File: config.mk
export PLATFORM = sky130hd
export DESIGN_NAME = wrr_bus_arbiter_flat
export DESIGN_NICKNAME = d
export VERILOG_FILES = /design/src/rtl/wrr_bus_arbiter_pkg.sv /design/src/rtl/wrr_bus_arbiter_if.sv /design/src/rtl/wrr_bus_arbiter_pick.sv /design/src/rtl/wrr_bus_arbiter.sv /design/src/flat_wrapper.sv
export SDC_FILE = /design/constraint.sdc
export NUM_CORES = 1
export LEC_CHECK = 0
export ABC_AREA = 1
export ABC_CLOCK_PERIOD_IN_PS = 6800
export CAP_MARGIN = 10
export CORE_AREA = 3 3 209 211
export DETAILED_ROUTE_END_ITERATION = 8
export DIE_AREA = 0 0 212 214
export SKIP_LAST_GASP = 1
export SYNTH_ARGS = -nofsm -noshare
export SYNTH_HDL_FRONTEND = slang
export SYNTH_SLANG_ARGS = --single-unit
File: constraint.sdc
create_clock -name clk -period 6.8 [get_ports clk]
set_input_delay 0.68 -clock clk [delete_from_list [all_inputs] [get_ports clk]]
set_output_delay 0.68 -clock clk [all_outputs]
set_load 0.03 [all_outputs]
File: src/rtl/wrr_bus_arbiter_pkg.sv
`default_nettype none
// ============================================================================
//  Package  : arb_pkg
//  Purpose  : Shared types for the weighted round-robin bus arbiter
//             (host response codes and control FSM states).
//  Revision : 1.0  initial release
// ============================================================================
package arb_pkg;

    // Per-host response code driven on ack[] for one cycle
    typedef enum logic [1:0] {
        ACK_NONE  = 2'b00,
        ACK_OK    = 2'b01,
        ACK_TMO   = 2'b10,
        ACK_PROTO = 2'b11
    } ack_e;

    // Arbiter control FSM
    typedef enum logic [1:0] {
        ST_IDLE = 2'd0,
        ST_BUS  = 2'd1,
        ST_RESP = 2'd2
    } state_e;

endpackage
`default_nettype wire

File: src/rtl/wrr_bus_arbiter_if.sv
`default_nettype none
// ============================================================================
//  Interface : wrr_bus_arbiter_if
//  Purpose   : Bundles the host-side request/response arrays and the single
//              slave-side bus of the arbiter.
//              slave  : view of the arbiter (serves the hosts, drives the bus)
//              master : view of the environment (hosts + slave device)
//  Revision  : 1.0  initial release
// ============================================================================
interface wrr_bus_arbiter_if #(
    parameter int HOSTS   = 4,
    parameter int ADDR_W  = 32,
    parameter int DATA_W  = 32,
    parameter int QUOTA_W = 4
);
    // Host side
    logic [HOSTS-1:0][ADDR_W-1:0]   addr;
    logic [HOSTS-1:0]               rd;
    logic [HOSTS-1:0]               wr;
    logic [HOSTS-1:0][DATA_W/8-1:0] be;
    logic [HOSTS-1:0][DATA_W-1:0]   dwr;
    logic [HOSTS-1:0]               cpu;
    logic [HOSTS-1:0][QUOTA_W-1:0]  quota;
    logic [HOSTS-1:0][DATA_W-1:0]   drd;
    logic [HOSTS-1:0][1:0]          ack;

    // Slave side
    logic [ADDR_W-1:0]              add_bus;
    logic [DATA_W/8-1:0]            byte_en;
    logic                           wr_bus;
    logic                           rd_bus;
    logic [DATA_W-1:0]              data_bus_wr;
    logic                           cpu_bus;
    logic [DATA_W-1:0]              data_bus_rd;
    logic                           ack_bus;

    modport slave (
        input  addr, rd, wr, be, dwr, cpu, quota, data_bus_rd, ack_bus,
        output drd, ack, add_bus, byte_en, wr_bus, rd_bus, data_bus_wr, cpu_bus
    );

    modport master (
        output addr, rd, wr, be, dwr, cpu, quota, data_bus_rd, ack_bus,
        input  drd, ack, add_bus, byte_en, wr_bus, rd_bus, data_bus_wr, cpu_bus
    );

endinterface
`default_nettype wire

File: src/rtl/wrr_bus_arbiter_pick.sv
`default_nettype none
// ============================================================================
//  Module   : wrr_pick
//  Purpose  : Combinational round-robin picker. Searches the candidate set
//             starting at ptr and returns a one-hot grant. When cpu priority
//             is enabled and any cpu-flagged host requests, only those hosts
//             are candidates.
//  Revision : 1.0  initial release
// ============================================================================
module wrr_pick #(
    parameter int HOSTS    = 4,
    parameter int PRIO_CPU = 1,
    parameter int PTR_W    = 2
) (
    input  wire logic [HOSTS-1:0] req,
    input  wire logic [HOSTS-1:0] cpu_mask,
    input  wire logic [PTR_W-1:0] ptr,
    output logic      [HOSTS-1:0] grant,
    output logic                  valid
);

    logic [HOSTS-1:0] cand;

    // Narrow the candidate set to cpu requesters when they exist
    always_comb begin
        cand = req;
        if ((PRIO_CPU != 0) && (|(req & cpu_mask))) begin
            cand = req & cpu_mask;
        end
    end

    // First candidate at or after ptr, wrapping around
    always_comb begin
        int idx;
        grant = '0;
        valid = 1'b0;
        idx   = 0;
        for (int i = 0; i < HOSTS; i++) begin
            idx = int'(ptr) + i;
            if (idx >= HOSTS) begin
                idx = idx - HOSTS;
            end
            if (!valid && cand[idx]) begin
                grant[idx] = 1'b1;
                valid      = 1'b1;
            end
        end
    end

endmodule
`default_nettype wire

File: src/rtl/wrr_bus_arbiter.sv
`default_nettype none
// ============================================================================
//  Module   : wrr_bus_arbiter
//  Purpose  : Weighted round-robin arbiter sharing one slave bus among HOSTS
//             masters. IDLE picks a host, BUS runs the slave cycle with a
//             timeout, RESP returns a one-cycle response code to the host.
//             All outputs are registered.
//  Revision : 1.0  initial release
// ============================================================================
module wrr_bus_arbiter
    import arb_pkg::*;
#(
    parameter int HOSTS    = 4,
    parameter int ADDR_W   = 32,
    parameter int DATA_W   = 32,
    parameter int QUOTA_W  = 4,
    parameter int TIMEOUT  = 255,
    parameter int PRIO_CPU = 1
) (
    input  wire logic        clk,
    input  wire logic        reset_n,
    wrr_bus_arbiter_if.slave bus
);

    localparam int PTR_W = $clog2(HOSTS);
    localparam int TMO_W = $clog2(TIMEOUT + 1);
    localparam int BE_W  = DATA_W / 8;

    localparam logic [QUOTA_W-1:0] CREDIT_ONE = QUOTA_W'(1);
    localparam logic [QUOTA_W-1:0] CREDIT_MAX = '1;
    localparam logic [TMO_W-1:0]   TMO_LAST   = TMO_W'(TIMEOUT - 1);
    localparam logic [PTR_W-1:0]   PTR_LAST   = PTR_W'(HOSTS - 1);

    state_e                        state_q, state_d;
    logic [PTR_W-1:0]              ptr_q, ptr_d;
    logic [PTR_W-1:0]              cur_q, cur_d;
    logic [QUOTA_W-1:0]            credit_q, credit_d;
    logic [TMO_W-1:0]              tmo_q, tmo_d;

    logic [ADDR_W-1:0]             add_q, add_d;
    logic [BE_W-1:0]               be_q, be_d;
    logic [DATA_W-1:0]             dwr_q, dwr_d;
    logic                          rd_q, rd_d;
    logic                          wr_q, wr_d;
    logic                          cpu_q, cpu_d;
    logic [HOSTS-1:0][1:0]         ack_q, ack_d;
    logic [HOSTS-1:0][DATA_W-1:0]  drd_q, drd_d;

    logic [HOSTS-1:0]              req;
    logic [HOSTS-1:0]              pick_onehot;
    logic                          pick_valid;
    logic [PTR_W-1:0]              pick_idx;
    logic [QUOTA_W-1:0]            quota_eff;
    logic [QUOTA_W-1:0]            credit_new;

    // A host requests with rd, wr, or both (both becomes a protocol error)
    assign req = bus.rd | bus.wr;

    wrr_pick #(
        .HOSTS    (HOSTS),
        .PRIO_CPU (PRIO_CPU),
        .PTR_W    (PTR_W)
    ) u_pick (
        .req      (req),
        .cpu_mask (bus.cpu),
        .ptr      (ptr_q),
        .grant    (pick_onehot),
        .valid    (pick_valid)
    );

    // One-hot to index for the picked host
    always_comb begin
        pick_idx = '0;
        for (int i = 0; i < HOSTS; i++) begin
            if (pick_onehot[i]) begin
                pick_idx = PTR_W'(i);
            end
        end
    end

    // Credit the picked host would hold after this grant, and its quota
    always_comb begin
        quota_eff = (bus.quota[pick_idx] == '0) ? CREDIT_ONE : bus.quota[pick_idx];
        if ((credit_q == '0) || (cur_q != pick_idx)) begin
            credit_new = CREDIT_ONE;
        end else if (credit_q == CREDIT_MAX) begin
            credit_new = credit_q;
        end else begin
            credit_new = credit_q + CREDIT_ONE;
        end
    end

    // Next-state and next-output logic; responses default to a single cycle
    always_comb begin
        state_d  = state_q;
        ptr_d    = ptr_q;
        cur_d    = cur_q;
        credit_d = credit_q;
        tmo_d    = tmo_q;
        add_d    = add_q;
        be_d     = be_q;
        dwr_d    = dwr_q;
        rd_d     = rd_q;
        wr_d     = wr_q;
        cpu_d    = cpu_q;
        ack_d    = '0;
        drd_d    = '0;

        case (state_q)
            ST_IDLE: begin
                if (pick_valid) begin
                    // Grant bookkeeping is identical for good and bad requests
                    cur_d    = pick_idx;
                    credit_d = credit_new;
                    ptr_d    = (credit_new < quota_eff) ? pick_idx :
                               ((pick_idx == PTR_LAST) ? '0 : pick_idx + 1'b1);
                    tmo_d    = '0;
                    if (bus.rd[pick_idx] && bus.wr[pick_idx]) begin
                        state_d         = ST_RESP;
                        ack_d[pick_idx] = ACK_PROTO;
                    end else begin
                        state_d = ST_BUS;
                        add_d   = bus.addr[pick_idx];
                        be_d    = bus.be[pick_idx];
                        dwr_d   = bus.dwr[pick_idx];
                        rd_d    = bus.rd[pick_idx];
                        wr_d    = bus.wr[pick_idx];
                        cpu_d   = bus.cpu[pick_idx];
                    end
                end
            end

            ST_BUS: begin
                if (bus.ack_bus || (tmo_q == TMO_LAST)) begin
                    state_d = ST_RESP;
                    if (bus.ack_bus) begin
                        ack_d[cur_q] = ACK_OK;
                        if (rd_q) begin
                            drd_d[cur_q] = bus.data_bus_rd;
                        end
                    end else begin
                        ack_d[cur_q] = ACK_TMO;
                    end
                    // Leave the slave bus fully quiet between transactions
                    add_d = '0;
                    be_d  = '0;
                    dwr_d = '0;
                    rd_d  = 1'b0;
                    wr_d  = 1'b0;
                    cpu_d = 1'b0;
                    tmo_d = '0;
                end else begin
                    tmo_d = tmo_q + 1'b1;
                end
            end

            ST_RESP: begin
                state_d = ST_IDLE;
            end

            default: begin
                state_d = ST_IDLE;
            end
        endcase
    end

    // FSM state register
    always_ff @(posedge clk or negedge reset_n) begin
        if (!reset_n) begin
            state_q <= ST_IDLE;
        end else begin
            state_q <= state_d;
        end
    end

    // Arbitration bookkeeping and registered outputs
    always_ff @(posedge clk or negedge reset_n) begin
        if (!reset_n) begin
            ptr_q    <= '0;
            cur_q    <= '0;
            credit_q <= '0;
            tmo_q    <= '0;
            add_q    <= '0;
            be_q     <= '0;
            dwr_q    <= '0;
            rd_q     <= 1'b0;
            wr_q     <= 1'b0;
            cpu_q    <= 1'b0;
            ack_q    <= '0;
            drd_q    <= '0;
        end else begin
            ptr_q    <= ptr_d;
            cur_q    <= cur_d;
            credit_q <= credit_d;
            tmo_q    <= tmo_d;
            add_q    <= add_d;
            be_q     <= be_d;
            dwr_q    <= dwr_d;
            rd_q     <= rd_d;
            wr_q     <= wr_d;
            cpu_q    <= cpu_d;
            ack_q    <= ack_d;
            drd_q    <= drd_d;
        end
    end

    assign bus.add_bus     = add_q;
    assign bus.byte_en     = be_q;
    assign bus.data_bus_wr = dwr_q;
    assign bus.rd_bus      = rd_q;
    assign bus.wr_bus      = wr_q;
    assign bus.cpu_bus     = cpu_q;
    assign bus.ack         = ack_q;
    assign bus.drd         = drd_q;

endmodule
`default_nettype wire

File: src/flat_wrapper.sv
// flat-port wrapper written by rule: the top's interface ports become plain ports
module wrr_bus_arbiter_flat import arb_pkg::*;
#(
    parameter int HOSTS    = 4,
    parameter int ADDR_W   = 32,
    parameter int DATA_W   = 32,
    parameter int QUOTA_W  = 4,
    parameter int TIMEOUT  = 255,
    parameter int PRIO_CPU = 1
)
  (clk, reset_n, bus_addr, bus_rd, bus_wr, bus_be, bus_dwr, bus_cpu, bus_quota, bus_data_bus_rd, bus_ack_bus, bus_drd, bus_ack, bus_add_bus, bus_byte_en, bus_wr_bus, bus_rd_bus, bus_data_bus_wr, bus_cpu_bus);
  wrr_bus_arbiter_if #(.HOSTS(HOSTS), .ADDR_W(ADDR_W), .DATA_W(DATA_W), .QUOTA_W(QUOTA_W)) bus_i ();
  input  wire logic clk;
  input  wire logic reset_n;
  input wire logic [$bits(bus_i.addr)-1:0] bus_addr;
  input wire logic [$bits(bus_i.rd)-1:0] bus_rd;
  input wire logic [$bits(bus_i.wr)-1:0] bus_wr;
  input wire logic [$bits(bus_i.be)-1:0] bus_be;
  input wire logic [$bits(bus_i.dwr)-1:0] bus_dwr;
  input wire logic [$bits(bus_i.cpu)-1:0] bus_cpu;
  input wire logic [$bits(bus_i.quota)-1:0] bus_quota;
  input wire logic [$bits(bus_i.data_bus_rd)-1:0] bus_data_bus_rd;
  input wire logic [$bits(bus_i.ack_bus)-1:0] bus_ack_bus;
  output wire logic [$bits(bus_i.drd)-1:0] bus_drd;
  output wire logic [$bits(bus_i.ack)-1:0] bus_ack;
  output wire logic [$bits(bus_i.add_bus)-1:0] bus_add_bus;
  output wire logic [$bits(bus_i.byte_en)-1:0] bus_byte_en;
  output wire logic [$bits(bus_i.wr_bus)-1:0] bus_wr_bus;
  output wire logic [$bits(bus_i.rd_bus)-1:0] bus_rd_bus;
  output wire logic [$bits(bus_i.data_bus_wr)-1:0] bus_data_bus_wr;
  output wire logic [$bits(bus_i.cpu_bus)-1:0] bus_cpu_bus;
  assign bus_i.addr = bus_addr;
  assign bus_i.rd = bus_rd;
  assign bus_i.wr = bus_wr;
  assign bus_i.be = bus_be;
  assign bus_i.dwr = bus_dwr;
  assign bus_i.cpu = bus_cpu;
  assign bus_i.quota = bus_quota;
  assign bus_i.data_bus_rd = bus_data_bus_rd;
  assign bus_i.ack_bus = bus_ack_bus;
  assign bus_drd = bus_i.drd;
  assign bus_ack = bus_i.ack;
  assign bus_add_bus = bus_i.add_bus;
  assign bus_byte_en = bus_i.byte_en;
  assign bus_wr_bus = bus_i.wr_bus;
  assign bus_rd_bus = bus_i.rd_bus;
  assign bus_data_bus_wr = bus_i.data_bus_wr;
  assign bus_cpu_bus = bus_i.cpu_bus;
  wrr_bus_arbiter #(.HOSTS(HOSTS), .ADDR_W(ADDR_W), .DATA_W(DATA_W), .QUOTA_W(QUOTA_W), .TIMEOUT(TIMEOUT), .PRIO_CPU(PRIO_CPU)) u_core (.clk(clk), .reset_n(reset_n), .bus(bus_i));
endmodule
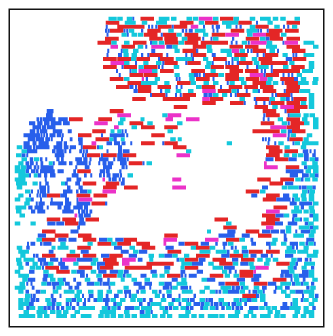
(cells coloured by class)
colour	class	cells	share of their area
magenta	clock drivers and dummy loads	45	5.2%
blue	all other logic	812	29%
cyan	other buffers and delay cells	557	33%
red	flip-flops	225	33%
Site Rows: 75
Final Instance Area: 17600 sq um
flop share of the area: 32.0%
final core occ: 41.9%
core area: 41900 sq um

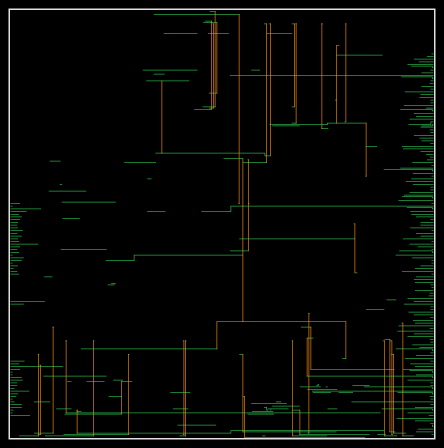
(routed metal, one colour a layer)
Only two layers are drawn.
colour	layer	wire length
green	met3	3390 um
orange	met4	1710 um
WL final: 45.4 mm
GR Util All Layers: 19.1%
DR vias: 10.3k
drt wl/cell: 20.8 um

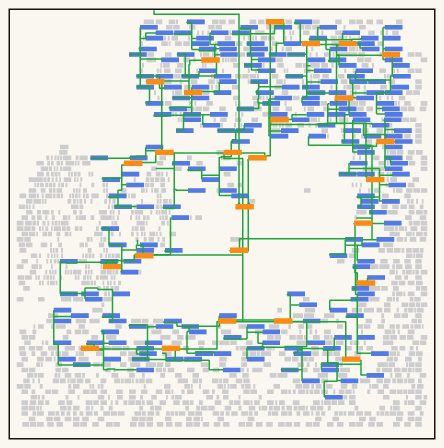
(routed clock nets over the placement)
[blue] flip-flops | count: 225
[green] clock wires | length: 3230 um
[orange] cells driving clock nets | count: 26
flops lie	spread over the die

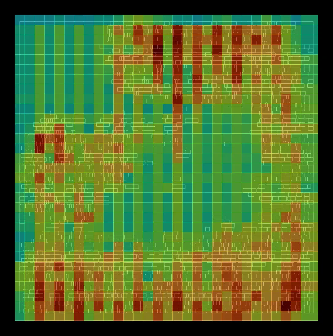
(routing congestion map)
grt met2 use: 32.1%
GR Layer Usage met1: 23.6%
M3 GR Usage: 4.53%

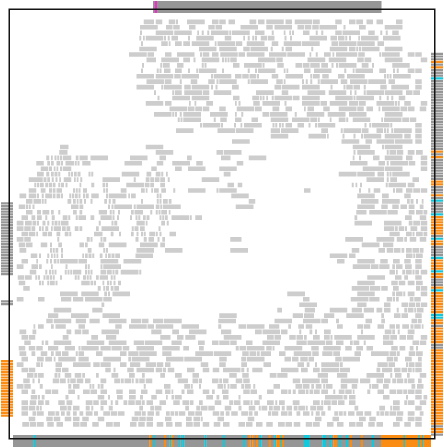
(I/O pins on the die edge)
Pins as bars across the die edge, other pins in grey.
colour	port	pins	direction	edge
magenta	reset_n	1	input	top
orange	bus_dwr	128	input	69 right, 38 bottom, 21 left
cyan	bus_data_bus_wr	32	output	23 bottom, 9 right
Die Width: 212 um
Die Y: 214 um
IO Port Bufs: 541

==> flow_summary_export.csv <==
group,metric,value,unit
status,status,"finished clean",
critical_path,cp_num_buf_inv,5,
final_timing,post-route-period-util,73.7,%
critical_path,reg2reg_slack,1.79,ns
clock_tree,clk_pin_slew,0.06,ns
final_timing,period_needed,5.01,ns
synth,edf_count,0,
synth,ys_top_logic_family,"simple AND/OR/NAND/NOR gates",
critical_path,r2r_end,"u_core.bus.add_bus[6]$_DFFE_PN0P_",
cells_and_area,final_nets,1973,
final_timing,setup_viol_count_final,0,
clock_tree,insertion_delay,0.53,ns
clock_tree,cts_tree,"built",
final_timing,worst_slew_pin_slew,1.05,ns
critical_path,critPathMaxStageDelay,0.64,ns
cells_and_area,antenna_cells,4,
synth,common_cells,"dfrtp_1 (225), nor2_1 (220), nand2_1 (123), o21ai_0 (87)",
detailed_routing,viasPerCell,4.71,
final_timing,drv_slew,0,
power_and_ir_drop,vdd_drop_max,0.423,mV
final_timing,slew_headroom,30.2,%
critical_path,rr_startpoint,"u_core.ptr_q[0]$_DFFE_PN0P_",
final_timing,fmax,199,MHz
synth,adder_share,1.85,%
synth,synth_cell_types,38,
global_route,gr-total-overflow,0,
global_route,top_usage_layer,"met2",
critical_path,worst_path_max_delay_cell,"buf_4",
power_and_ir_drop,p_leak,7.58,nW
critical_path,rr_worst_depth,19,
synth,synth.avg_cell_area,9.72,sq um
cells_and_area,final_cells,2182,
placement,dp.final_hpwl,34.3,mm
placement,placed_area,16700,sq um
detailed_routing,wl_met2,22.1,mm
critical_path,crit_path_cell_trace,"inv_1 -> ha_1 -> inv_1 -> nand3_1 -> nand2_2 -> nor2_4 -> nand4_1 -> nand3_1 -> nand2_4 -> nand2_4 -> inv_4 -> nand2_1 -> nand3_1 -> nand2_1 -> nor2_2 -> a21oi_4 -> buf_4 -> buf_4 -> mux2_2",
critical_path,cp-endpoint,"u_core.bus.add_bus[6]$_DFFE_PN0P_",
placement,place_inst,2133,
cells_and_area,clock_buffers,35,
critical_path,crit_path_start_kind,"flip-flop",
clock_tree,clock-sinks,225,
floorplanning,num_tap_cells,539,
floorplanning,dieArea,45400,sq um
placement,gp_congestion,0.894,
critical_path,startpoint,"u_core.ptr_q[0]$_DFFE_PN0P_",
global_route,grt_pass1_vias,10503,
critical_path,cpMostUsedCell,"nand3_1",
power_and_ir_drop,comb-power,5.99,mW
detailed_routing,met3_length,3.39,mm
final_timing,layout_setup_ws,1.79,ns
Power figures rest on the tool's default switching activity, not on a simulated workload.
